<file path="config.mk">
export PLATFORM = sky130hd
export DESIGN_NAME = serial_frame_rx
export DESIGN_NICKNAME = d
export VERILOG_FILES = /design/src/rtl/serial_pkg.sv /design/src/rtl/serial_shift_in.sv /design/src/rtl/serial_frame_rx.sv
export SDC_FILE = /design/constraint.sdc
export NUM_CORES = 1
export LEC_CHECK = 0
export CORE_ASPECT_RATIO = 0.6
export CORE_MARGIN = 8
export CORE_UTILIZATION = 25
export CTS_CLUSTER_SIZE = 10
export DETAILED_ROUTE_END_ITERATION = 8
export GPL_TIMING_DRIVEN = 0
export PLACE_DENSITY_LB_ADDON = 0.05
export RECOVER_POWER = 25
export SETUP_SLACK_MARGIN = 0.4
export SLEW_MARGIN = 25
export SYNTH_ARGS = -nofsm -noshare
export SYNTH_HDL_FRONTEND = slang
export SYNTH_SLANG_ARGS = --single-unit
export TNS_END_PERCENT = 100
</file>
<file path="constraint.sdc">
create_clock -name clk -period 2.3 [get_ports clk]
set_input_delay 0.46 -clock clk [delete_from_list [all_inputs] [get_ports clk]]
set_output_delay 0.46 -clock clk [all_outputs]
set_load 0.02 [all_outputs]
</file>
<file path="src/rtl/serial_pkg.sv">
// serial_pkg: shared FSM state encoding and serial line levels for the frame receiver
package serial_pkg;
  typedef enum logic [2:0] {IDLE, DATA, PARITY, STOP, BREAK} state_t;
  localparam logic IDLE_LEVEL  = 1'b1;
  localparam logic START_LEVEL = 1'b0;
  localparam logic STOP_LEVEL  = 1'b1;
endpackage

</file>
<file path="src/rtl/serial_shift_in.sv">
// serial_shift_in: LSB-first shift register, bit counter and even-parity accumulator
// ports: clk, rst_n (async low), clear (restart count/parity), shift (take bit_in),
//        data (assembled word), last (current shift is the final data bit), parity (XOR of bits so far)
module serial_shift_in #(
  parameter int DATA_WIDTH = 8
) (
  input  logic                  clk,
  input  logic                  rst_n,
  input  logic                  clear,
  input  logic                  shift,
  input  logic                  bit_in,
  output logic [DATA_WIDTH-1:0] data,
  output logic                  last,
  output logic                  parity
);
  localparam int CW = $clog2(DATA_WIDTH + 1);
  logic [CW-1:0]         cnt;
  logic [DATA_WIDTH-1:0] next_data;
  generate
    if (DATA_WIDTH == 1) begin : g_one
      assign next_data = bit_in;
    end else begin : g_many
      // bits enter at the MSB so the first received bit ends up at bit 0
      assign next_data = {bit_in, data[DATA_WIDTH-1:1]};
    end
  endgenerate
  assign last = cnt == CW'(DATA_WIDTH - 1);
  always_ff @(posedge clk or negedge rst_n) begin
    if (!rst_n) begin
      data   <= '0;
      cnt    <= '0;
      parity <= 1'b0;
    end else if (clear) begin
      cnt    <= '0;
      parity <= 1'b0;
    end else if (shift) begin
      data   <= next_data;
      cnt    <= cnt + CW'(1);
      parity <= parity ^ bit_in;
    end
  end
endmodule

</file>
<file path="src/rtl/serial_frame_rx.sv">
// serial_frame_rx: framed serial receiver with parity/stop checking and a one-entry output register
// ports: clk, rst_n (async low), serialIn (idle high), outData/outValid/outReady (valid-ready output),
//        parityErr, frameErr, overrun (one-cycle error pulses)
module serial_frame_rx
  import serial_pkg::*;
#(
  parameter int DATA_WIDTH = 8,
  parameter bit PARITY_EN  = 1'b1
) (
  input  logic                  clk,
  input  logic                  rst_n,
  input  logic                  serialIn,
  output logic [DATA_WIDTH-1:0] outData,
  output logic                  outValid,
  input  logic                  outReady,
  output logic                  parityErr,
  output logic                  frameErr,
  output logic                  overrun
);
  state_t                state, next_state;
  logic                  clear, shift, last, par_acc, par_bad;
  logic [DATA_WIDTH-1:0] sr_data;
  logic                  stop_now, stop_ok, good, drain, load;
  serial_shift_in #(.DATA_WIDTH(DATA_WIDTH)) u_shift (
    .clk    (clk),
    .rst_n  (rst_n),
    .clear  (clear),
    .shift  (shift),
    .bit_in (serialIn),
    .data   (sr_data),
    .last   (last),
    .parity (par_acc)
  );
  always_comb begin
    next_state = state;
    clear      = 1'b0;
    shift      = 1'b0;
    case (state)
      IDLE: begin
        clear      = serialIn == START_LEVEL;
        next_state = serialIn == START_LEVEL ? DATA : IDLE;
      end
      DATA: begin
        shift      = 1'b1;
        next_state = !last ? DATA : PARITY_EN ? PARITY : STOP;
      end
      PARITY: next_state = STOP;
      STOP:   next_state = serialIn == STOP_LEVEL ? IDLE : BREAK;
      BREAK:  next_state = serialIn == IDLE_LEVEL ? IDLE : BREAK;
      default: next_state = IDLE;
    endcase
  end
  // a bad stop bit masks any parity result; a good frame may refill a slot drained this same edge
  assign stop_now = state == STOP;
  assign stop_ok  = serialIn == STOP_LEVEL;
  assign good     = stop_now && stop_ok && !par_bad;
  assign drain    = outValid && outReady;
  assign load     = good && (!outValid || drain);
  always_ff @(posedge clk or negedge rst_n) begin
    if (!rst_n) begin
      state     <= IDLE;
      par_bad   <= 1'b0;
      outData   <= '0;
      outValid  <= 1'b0;
      parityErr <= 1'b0;
      frameErr  <= 1'b0;
      overrun   <= 1'b0;
    end else begin
      state     <= next_state;
      par_bad   <= clear ? 1'b0 : state == PARITY ? par_acc ^ serialIn : par_bad;
      parityErr <= stop_now && stop_ok && par_bad;
      frameErr  <= stop_now && !stop_ok;
      overrun   <= good && outValid && !outReady;
      outData   <= load ? sr_data : outData;
      outValid  <= load ? 1'b1 : drain ? 1'b0 : outValid;
    end
  end
endmodule
</file>
### Metal 1

Cells faint in the background.
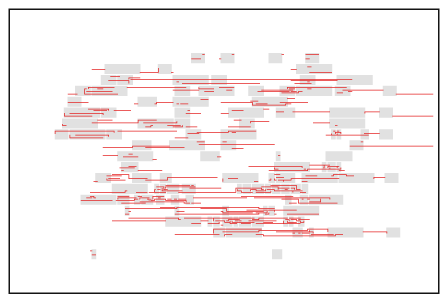
The longest straight run is 55.2 um. 108 nets have wire on it.
Via Count: 749
M1 GR Usage: 9.995%
final wirelength: 2.444 mm

### Met2 routing

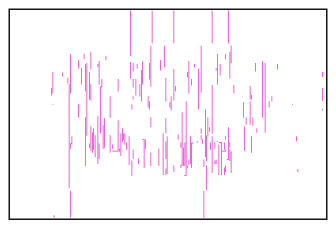
The layer holds 40% of the routed length. The wires run mostly vertical. The longest straight run is 35.0 um.

==> flow_summary.ini <==
; yosys + openroad results
[timing]
setup_viol = 0
finalCritPeriodShare_pct = 74.83
worst_slew_pin_slew_ps = 1254
final_max_slew_viol_count = 0
setup_tns_ps = 0
period_minus_slack_ps = 1721
slew_headroom_pct = 16.41

[grt]
track_usage_pct = 6.968
grt_max_degree = 23
gr-total-overflow = 0
grt.busiest_layer = met1
antenna_found_initial = 0
grt_pass1_wl_mm = 4.022

[power_and_ir_drop]
p_int_uw = 1348
fin_total_pwr_uw = 2005
combPwrFrac_pct = 36.3
power_leader = sequential cells
powerSeq_uw = 861
leakage_uw = 0.0006947
p_seq_share_pct = 42.9

[run]
drv_cap = 0
warnings = 26

[worst_hold_path]
hold_class = in2async

[critical_path]
worstPathRequired_ps = 2460
cp.arrival_ps = 1880
path_depth = 4
worstPathCellList = clkdlybuf4s50_1 > nand2b_1 > nor3b_4 > mux2_2
startpoint_type = primary input
r2r-start = state[2]
crit_path_end = outData[4]

[layout]
lay_top_count = dfrtp_1
clk_share_pct = 5.605
signal_buffers = 19
finalNonFillerCells = 179
comb_share_pct = 31.11
buffer_area_share_pct = 10.32
largestClassByArea = sequential cells
drive_above_1_share_pct = 25.00
comb_area_um2 = 479.2

[logic_synthesis]
synth_top_cell_by_count = dfrtp_1
ys_sh_mux_pct = 15.47
area_leaders = dfrtp_1 (59%), mux2_2 (15%), nand2b_1 (2.5%), nor2_1 (2.1%), a22o_1 (2.1%)
compound_area_share_pct = 6.168
netlist.area_leader.share_pct = 58.65
synth_cell_types = 29
edf_count = 0
yosysCellCount = 94
ys_ff = 29

[clock_network]
numCtsBuffers = 5
cts_tree = built

[drt]
dr_wl_met3_um = 141
via_per_inst = 4.184
wl_met1_mm = 1.304

[floorplanning]
die_h_um = 70.50
fp-row-count = 19
fp_util_pct = 26.56
ios = 16

[placed_design]
portBuffers = 14
dpl_cell_area_mm2 = 0.001471

[run_status]
status = finished clean
